==> src/rtl/medac_pkg.sv <==
// -----------------------------------------------------------------------------
// medac_pkg
// Shared definitions for the medac delay tuner: FSM state encoding, the
// largest legal delay code, default timing constants and a small helper used
// to size counters.
// -----------------------------------------------------------------------------
package medac_pkg;

    typedef enum logic [2:0] {
        ST_IDLE   = 3'd0,
        ST_ARM    = 3'd1,
        ST_RUN    = 3'd2,
        ST_EVAL   = 3'd3,
        ST_SETTLE = 3'd4
    } state_t;

    localparam int DELAY_MAX          = 7;
    localparam int DEFAULT_WIN_CYC    = 1024;
    localparam int DEFAULT_SETTLE_CYC = 64;
    localparam int DEFAULT_LO_WINS    = 4;

    function automatic int max_int(input int a, input int b);
        return (a > b) ? a : b;
    endfunction

endpackage

==> src/rtl/medac_win_delta.sv <==
// -----------------------------------------------------------------------------
// medac_win_delta
// Window delta for one free-running, wrapping cumulative counter. The counter
// value is snapshotted at window start and the difference is registered at
// window end. Unsigned CNT_W-bit subtraction is modulo 2^CNT_W, so a counter
// that wraps inside the window still yields the correct delta.
//
// Ports:
//   clk    : clock, rising edge
//   rst_n  : synchronous active-low reset, clears base and delta
//   snap   : load cnt_in into the base register
//   cap    : register cnt_in - base into delta
//   cnt_in : cumulative counter input
//   delta  : last captured window delta
// -----------------------------------------------------------------------------
module medac_win_delta
    import medac_pkg::*;
#(
    parameter int CNT_W = 32
) (
    input  logic             clk,
    input  logic             rst_n,
    input  logic             snap,
    input  logic             cap,
    input  logic [CNT_W-1:0] cnt_in,
    output logic [CNT_W-1:0] delta
);

    logic [CNT_W-1:0] base_reg;
    logic [CNT_W-1:0] delta_reg;
    logic [CNT_W-1:0] delta_next;

    assign delta_next = cnt_in - base_reg;

    always_ff @(posedge clk) begin
        if (!rst_n) begin
            base_reg  <= '0;
            delta_reg <= '0;
        end else begin
            if (snap) begin
                base_reg <= cnt_in;
            end
            if (cap) begin
                delta_reg <= delta_next;
            end
        end
    end

    assign delta = delta_reg;

endmodule

==> src/rtl/medac_tuner.sv <==
// -----------------------------------------------------------------------------
// medac_tuner
// Closed-loop tuner for the medac delay code. Error and cycle deltas are
// measured over fixed windows of WIN_CYC cycles; a noisy window steps the
// delay up, LO_WINS consecutive quiet windows step it down. After any change
// the tuner idles SETTLE_CYC cycles so no window ever straddles a change.
//
// Ports:
//   clk              : clock, rising edge
//   rst_n            : synchronous active-low reset
//   start            : level enable; low returns the FSM to IDLE
//   error_origin_cnt : cumulative error count (wrapping)
//   cycle_cnt        : cumulative cycle count (wrapping)
//   hi_th            : window error count above which delay steps up
//   lo_th            : window error count below which a window is quiet
//   delay_sel        : delay code to medac
//   win_err          : error delta of the last completed window
//   win_cyc          : cycle delta of the last completed window
//   win_done         : one-cycle pulse while win_err/win_cyc are fresh
//   at_max           : delay is at its ceiling and still too noisy
// -----------------------------------------------------------------------------
module medac_tuner
    import medac_pkg::*;
#(
    parameter int CNT_W      = 32,
    parameter int WIN_CYC    = DEFAULT_WIN_CYC,
    parameter int SETTLE_CYC = DEFAULT_SETTLE_CYC,
    parameter int LO_WINS    = DEFAULT_LO_WINS
) (
    input  logic             clk,
    input  logic             rst_n,
    input  logic             start,
    input  logic [CNT_W-1:0] error_origin_cnt,
    input  logic [CNT_W-1:0] cycle_cnt,
    input  logic [CNT_W-1:0] hi_th,
    input  logic [CNT_W-1:0] lo_th,
    output logic [2:0]       delay_sel,
    output logic [CNT_W-1:0] win_err,
    output logic [CNT_W-1:0] win_cyc,
    output logic             win_done,
    output logic             at_max
);

    // One timer serves both the measurement window and the settle period.
    localparam int TMR_W = $clog2(max_int(WIN_CYC, SETTLE_CYC) + 1);
    localparam int QW    = $clog2(LO_WINS + 1);

    localparam logic [TMR_W-1:0] WIN_LAST    = TMR_W'(WIN_CYC - 1);
    localparam logic [TMR_W-1:0] SETTLE_LAST = TMR_W'(SETTLE_CYC - 1);
    localparam logic [QW-1:0]    QUIET_FULL  = QW'(LO_WINS);
    localparam logic [2:0]       DSEL_MAX    = 3'(DELAY_MAX);

    state_t           state_reg;
    state_t           state_next;
    logic [TMR_W-1:0] timer_reg;
    logic [QW-1:0]    quiet_reg;
    logic [QW-1:0]    quiet_next;
    logic [QW-1:0]    quiet_inc;
    logic [2:0]       delay_reg;
    logic [2:0]       delay_next;
    logic             at_max_reg;
    logic             win_done_reg;

    // Decision terms, valid while in EVAL (win_err holds the fresh delta).
    logic step_up;
    logic quiet;
    logic quiet_hit;
    logic delay_change;

    // FSM-driven controls
    logic snap_en;
    logic cap_en;
    logic eval_en;
    logic timer_inc;

    // ---------------------------------------------------------------- deltas
    medac_win_delta #(.CNT_W(CNT_W)) u_err_delta (
        .clk    (clk),
        .rst_n  (rst_n),
        .snap   (snap_en),
        .cap    (cap_en),
        .cnt_in (error_origin_cnt),
        .delta  (win_err)
    );

    medac_win_delta #(.CNT_W(CNT_W)) u_cyc_delta (
        .clk    (clk),
        .rst_n  (rst_n),
        .snap   (snap_en),
        .cap    (cap_en),
        .cnt_in (cycle_cnt),
        .delta  (win_cyc)
    );

    // -------------------------------------------------------------- decision
    // Step-up is checked first so that with hi_th <= lo_th a delta meeting
    // both conditions still raises the delay.
    assign quiet_inc = quiet_reg + QW'(1);

    always_comb begin
        step_up    = (win_err > hi_th);
        quiet      = !step_up && (win_err < lo_th);
        quiet_hit  = quiet && (quiet_inc == QUIET_FULL);
        delay_next = delay_reg;
        quiet_next = '0;
        if (step_up) begin
            if (delay_reg != DSEL_MAX) begin
                delay_next = delay_reg + 3'd1;
            end
        end else if (quiet) begin
            if (quiet_hit) begin
                if (delay_reg != 3'd0) begin
                    delay_next = delay_reg - 3'd1;
                end
            end else begin
                quiet_next = quiet_inc;
            end
        end
        // A saturated step leaves delay_next equal, so it is not a change.
        delay_change = (delay_next != delay_reg);
    end

    // ---------------------------------------------------------- state register
    always_ff @(posedge clk) begin
        if (!rst_n) begin
            state_reg <= ST_IDLE;
        end else begin
            state_reg <= state_next;
        end
    end

    // -------------------------------------------------------------- next state
    always_comb begin
        state_next = state_reg;
        if (!start) begin
            state_next = ST_IDLE;
        end else begin
            case (state_reg)
                ST_IDLE:   state_next = ST_ARM;
                ST_ARM:    state_next = ST_RUN;
                ST_RUN:    if (timer_reg == WIN_LAST) state_next = ST_EVAL;
                ST_EVAL:   state_next = delay_change ? ST_SETTLE : ST_ARM;
                ST_SETTLE: if (timer_reg == SETTLE_LAST) state_next = ST_ARM;
                default:   state_next = ST_IDLE;
            endcase
        end
    end

    // ------------------------------------------------------------ FSM outputs
    // The deltas are captured on the edge into EVAL, so win_err/win_cyc are
    // stable throughout EVAL and the decision reads the registered values.
    // Dropping start on the last RUN cycle sends the FSM to IDLE and the
    // capture is skipped, so an aborted window never reports.
    always_comb begin
        snap_en   = (state_reg == ST_ARM);
        cap_en    = (state_reg == ST_RUN) && (state_next == ST_EVAL);
        eval_en   = (state_reg == ST_EVAL) && start;
        timer_inc = (state_reg == ST_RUN) || (state_reg == ST_SETTLE);
    end

    // ------------------------------------------------------------- datapath
    always_ff @(posedge clk) begin
        if (!rst_n) begin
            timer_reg    <= '0;
            quiet_reg    <= '0;
            delay_reg    <= 3'd0;
            at_max_reg   <= 1'b0;
            win_done_reg <= 1'b0;
        end else begin
            win_done_reg <= cap_en;

            // Leaving RUN/SETTLE always lands in EVAL, ARM or IDLE, where the
            // timer is cleared ready for the next RUN or SETTLE pass.
            if (timer_inc && (state_next == state_reg)) begin
                timer_reg <= timer_reg + TMR_W'(1);
            end else begin
                timer_reg <= '0;
            end

            // Delay and quiet count move only on a normal EVAL exit; an EVAL
            // aborted by start going low holds the delay as it was.
            if (eval_en) begin
                delay_reg  <= delay_next;
                quiet_reg  <= quiet_next;
                at_max_reg <= step_up && (delay_next == DSEL_MAX);
            end
        end
    end

    assign delay_sel = delay_reg;
    assign at_max    = at_max_reg;
    assign win_done  = win_done_reg;

endmodule

==> config.mk <==
export PLATFORM = sky130hd
export DESIGN_NAME = medac_tuner
export DESIGN_NICKNAME = d
export VERILOG_FILES = /design/src/rtl/medac_pkg.sv /design/src/rtl/medac_win_delta.sv /design/src/rtl/medac_tuner.sv
export SDC_FILE = /design/constraint.sdc
export NUM_CORES = 1
export LEC_CHECK = 0
export CAP_MARGIN = 20
export CELL_PAD_IN_SITES_DETAIL_PLACEMENT = 1
export CELL_PAD_IN_SITES_GLOBAL_PLACEMENT = 2
export CORE_MARGIN = 2
export CORE_UTILIZATION = 32
export DETAILED_ROUTE_END_ITERATION = 10
export GPL_TIMING_DRIVEN = 0
export MAX_ROUTING_LAYER = met4
export PLACE_DENSITY_LB_ADDON = 0.1
export SYNTH_ARGS = -nofsm -noshare
export SYNTH_HDL_FRONTEND = slang
export SYNTH_SLANG_ARGS = --single-unit
==> constraint.sdc <==
create_clock -name clk -period 4.43 [get_ports clk]
set_input_delay 0.6645 -clock clk [delete_from_list [all_inputs] [get_ports clk]]
set_output_delay 0.6645 -clock clk [all_outputs]
set_load 0.005 [all_outputs]
Wiring by layer:
Drawn at 1.5 px/micron.
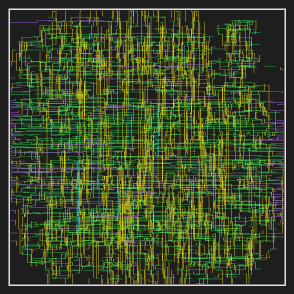
- purple: M3 (wire length 1,580 microns)
- green: M1 (wire length 18,400 microns)
- cyan: M4 (wire length 392 microns)
- yellow: M2 (wire length 16,200 microns)
routed vias: 10,100
WL/cell: 18.5 microns
final wirelength: 36,600 microns
GRT Util Overall: 22.9%

Clock wires, drivers and flops:
Drawn at 2 px/micron.
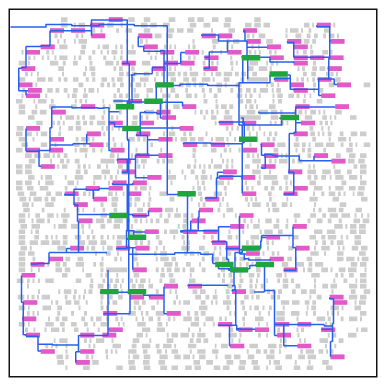
- blue: clock wires (length 2,440 microns)
- green: clock-net drivers (count 17)
- magenta: flip-flops (count 150)
- routed clock nets: 18

==> deck_impl_summary.md <==
Run Summary

Power and ir drop
  – Pwr top: the clock network
  – P_comb: 0.778 mW
  – Combinational Power Share: between 20% and 30%
  – Net switching power: around 1.1 mW
  – Switching Share: between 20% and 30%
  – Power Density: ~280 nW/um^2
  – Clock power frac: 42.1%

STA
  – RSZ-0062 raised after global routing: no
  – Final setup fails: 0
  – Final Hold Fails: 0
  – Final period util: a little over 90%
  – Worst-Margin Slew: about 1000 ps

Yosys
  – Post-synth ARST share: 0%
  – Synth warnings: 0
  – Synthesized Nets: around 1,600
  – Flops after synth: about 150
  – Mapped Area: 10,200 sq um
  – Logic family by area: simple AND/OR/NAND/NOR gates
  – Syn Inst Count: ~1,300
  – Seq/Total Area, Yosys: a little under 30%

Routing
  – Drc violations: 0
  – Pre-antenna DRT Iters: 4
  – Vias per cell: 5.09

Placed design
  – Placed insts: between 1,500 and 2,000
  – RePlAce Congestion: ~0.86
  – Post-DP Area: between 10,000 and 15,000 sq um

Clock tree
  – Clock-pin transition on the worst setup and hold timing paths: roughly 70 ps
  – # Post-CTS Setup Buffers: 0
  – H-tree levels: 4
  – CTS Buf Count: 17
  – Clock root buffer: clkbuf_16

Run status
  – Status: finished clean

Floorplanning
  – Num rows: 65
  – Die x size: about 180 microns
  – Pre-placement core utilization: 32.5%
  – Total core area: 31,600 sq um

Min path
  – Hold Path Depth: 2

GRT
  – Total gr overflow: 0
  – Largest net degree at the start of global routing: 17
  – First-pass GRT wire length: 57,300 microns

Layout
  – Cell area after layout: ~13,000 sq um

Worst setup path
  – Crit-path max FO: 6
  – CP Capture Type: flop
  – Worst Reg-to-Reg Cells: 12
The metal 3 layer:
Drawn at 2 px/micron.
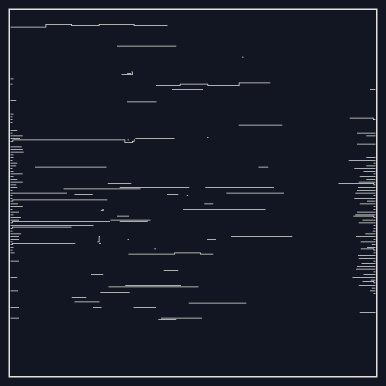
- longest straight run: 56.1 microns
- main direction: horizontal
- wire length on this layer: 1,580 microns
- share of all routed wire: 4.3%

Yosys cell counts (3+ instances only):
library cell / number / area [sq um]
clkbuf_1: 43 / 161
nand3_1: 38 / 190
nand4b_1: 3 / 26.3
a21boi_0: 4 / 30.0
buf_2: 3 / 15.0
and2_1: 7 / 43.8
o21bai_1: 5 / 37.5
a21o_1: 47 / 353
mux2i_1: 15 / 150
o21a_1: 13 / 97.6
and4_1: 3 / 26.3
or3_1: 11 / 68.8
a31oi_1: 14 / 87.6
or2_2: 4 / 25.0
nor4_1: 4 / 25.0
xnor2_1: 32 / 280
nand2_1: 221 / 830
nor2b_1: 15 / 93.8
o21ai_0: 48 / 240
o31ai_1: 4 / 30.0
a2111oi_0: 3 / 26.3
a21oi_1: 153 / 766
a211oi_1: 15 / 113
inv_1: 143 / 537
nand2b_1: 14 / 87.6
xor2_1: 21 / 184
nand4_1: 20 / 125
and3_1: 11 / 68.8
o31a_1: 5 / 43.8
nor3_1: 15 / 75.1
buf_1: 5 / 18.8
ha_1: 131 / 1640
nor2_1: 76 / 285
or4_1: 3 / 22.5
o211ai_1: 4 / 30.0
dfxtp_1: 150 / 3000
worst max-delay path by stage:
stage | from | endpoint | slack (ps) | cells after the start
after floorplan | lo_th[17] | delay_sel[2] | 1300 | 11
final | error_origin_cnt[9] | u_err_delta.delta[30] | 420 | 12
after detailed placement | error_origin_cnt[0] | u_err_delta.delta[30] | 130 | 14
after global placement | error_origin_cnt[0] | u_err_delta.delta[30] | 120 | 14
after CTS | error_origin_cnt[0] | u_err_delta.delta[30] | 510 | 14
after global routing | error_origin_cnt[9] | u_err_delta.delta[30] | 230 | 12
routing by layer:
metal | track usage, % | vias up | part of all wire (%)
met5 | - | - | 0
met4 | 4.19 | 0 | 1.1
met3 | 3.67 | 25 | 4.3
met2 | 35.7 | 197 | 44
met1 | 31.5 | 4802 | 50
li1 | - | 5068 | -
cell type report:
type                            instances  area, sq um
Sequential cell                       150         3000
Buffer                                 51          195
Clock buffer                           20          467
Antenna cell                            1         2.50
Multi-Input combinational cell       1003         6510
Inverter                              144          541
Timing Repair Buffer                  198         1980
Fill cell                            3881        18200
Tap cell                              402          503
Clock inverter                         12          165
worst max-delay path, cell delays in order:
cell             delay (ps)
clkdlybuf4s50_1         440
ha_1                    400
a21oi_1                 160
nor2_1                   60
a211oi_1                520
a21o_1                  230
o22ai_1                 140
a2111oi_0               920
o311ai_0                330
xor2_1                  230
mux2i_1                 170
nor2_1                   50
cell usage in the layout (no fill, tap or decap), types with 17 or more instances in the layout:
cell and n:
ha_1 131, inv_1 143, a21o_1 47, xnor2_1 32, dfxtp_1 150, xor2_1 21
clkdlybuf4s50_1 198, nand3_1 38, o21ai_0 48, nand4_1 20, clkbuf_16 17, nand2_1 221
a21oi_1 153, clkbuf_1 43, nor2_1 76
metrics by stage:
step	setup WS [ps]	power, mW	util [%]
2_1_floorplan	1300	1.90	-
3_3_place_gp	118	2.19	40.4
3_5_place_dp	132	2.20	40.4
4_1_cts	508	3.79	42.4
5_1_grt	225	3.95	42.4
6_report	417	3.75	42.4
No activity file was given, so power comes from the tool's default toggle rates.
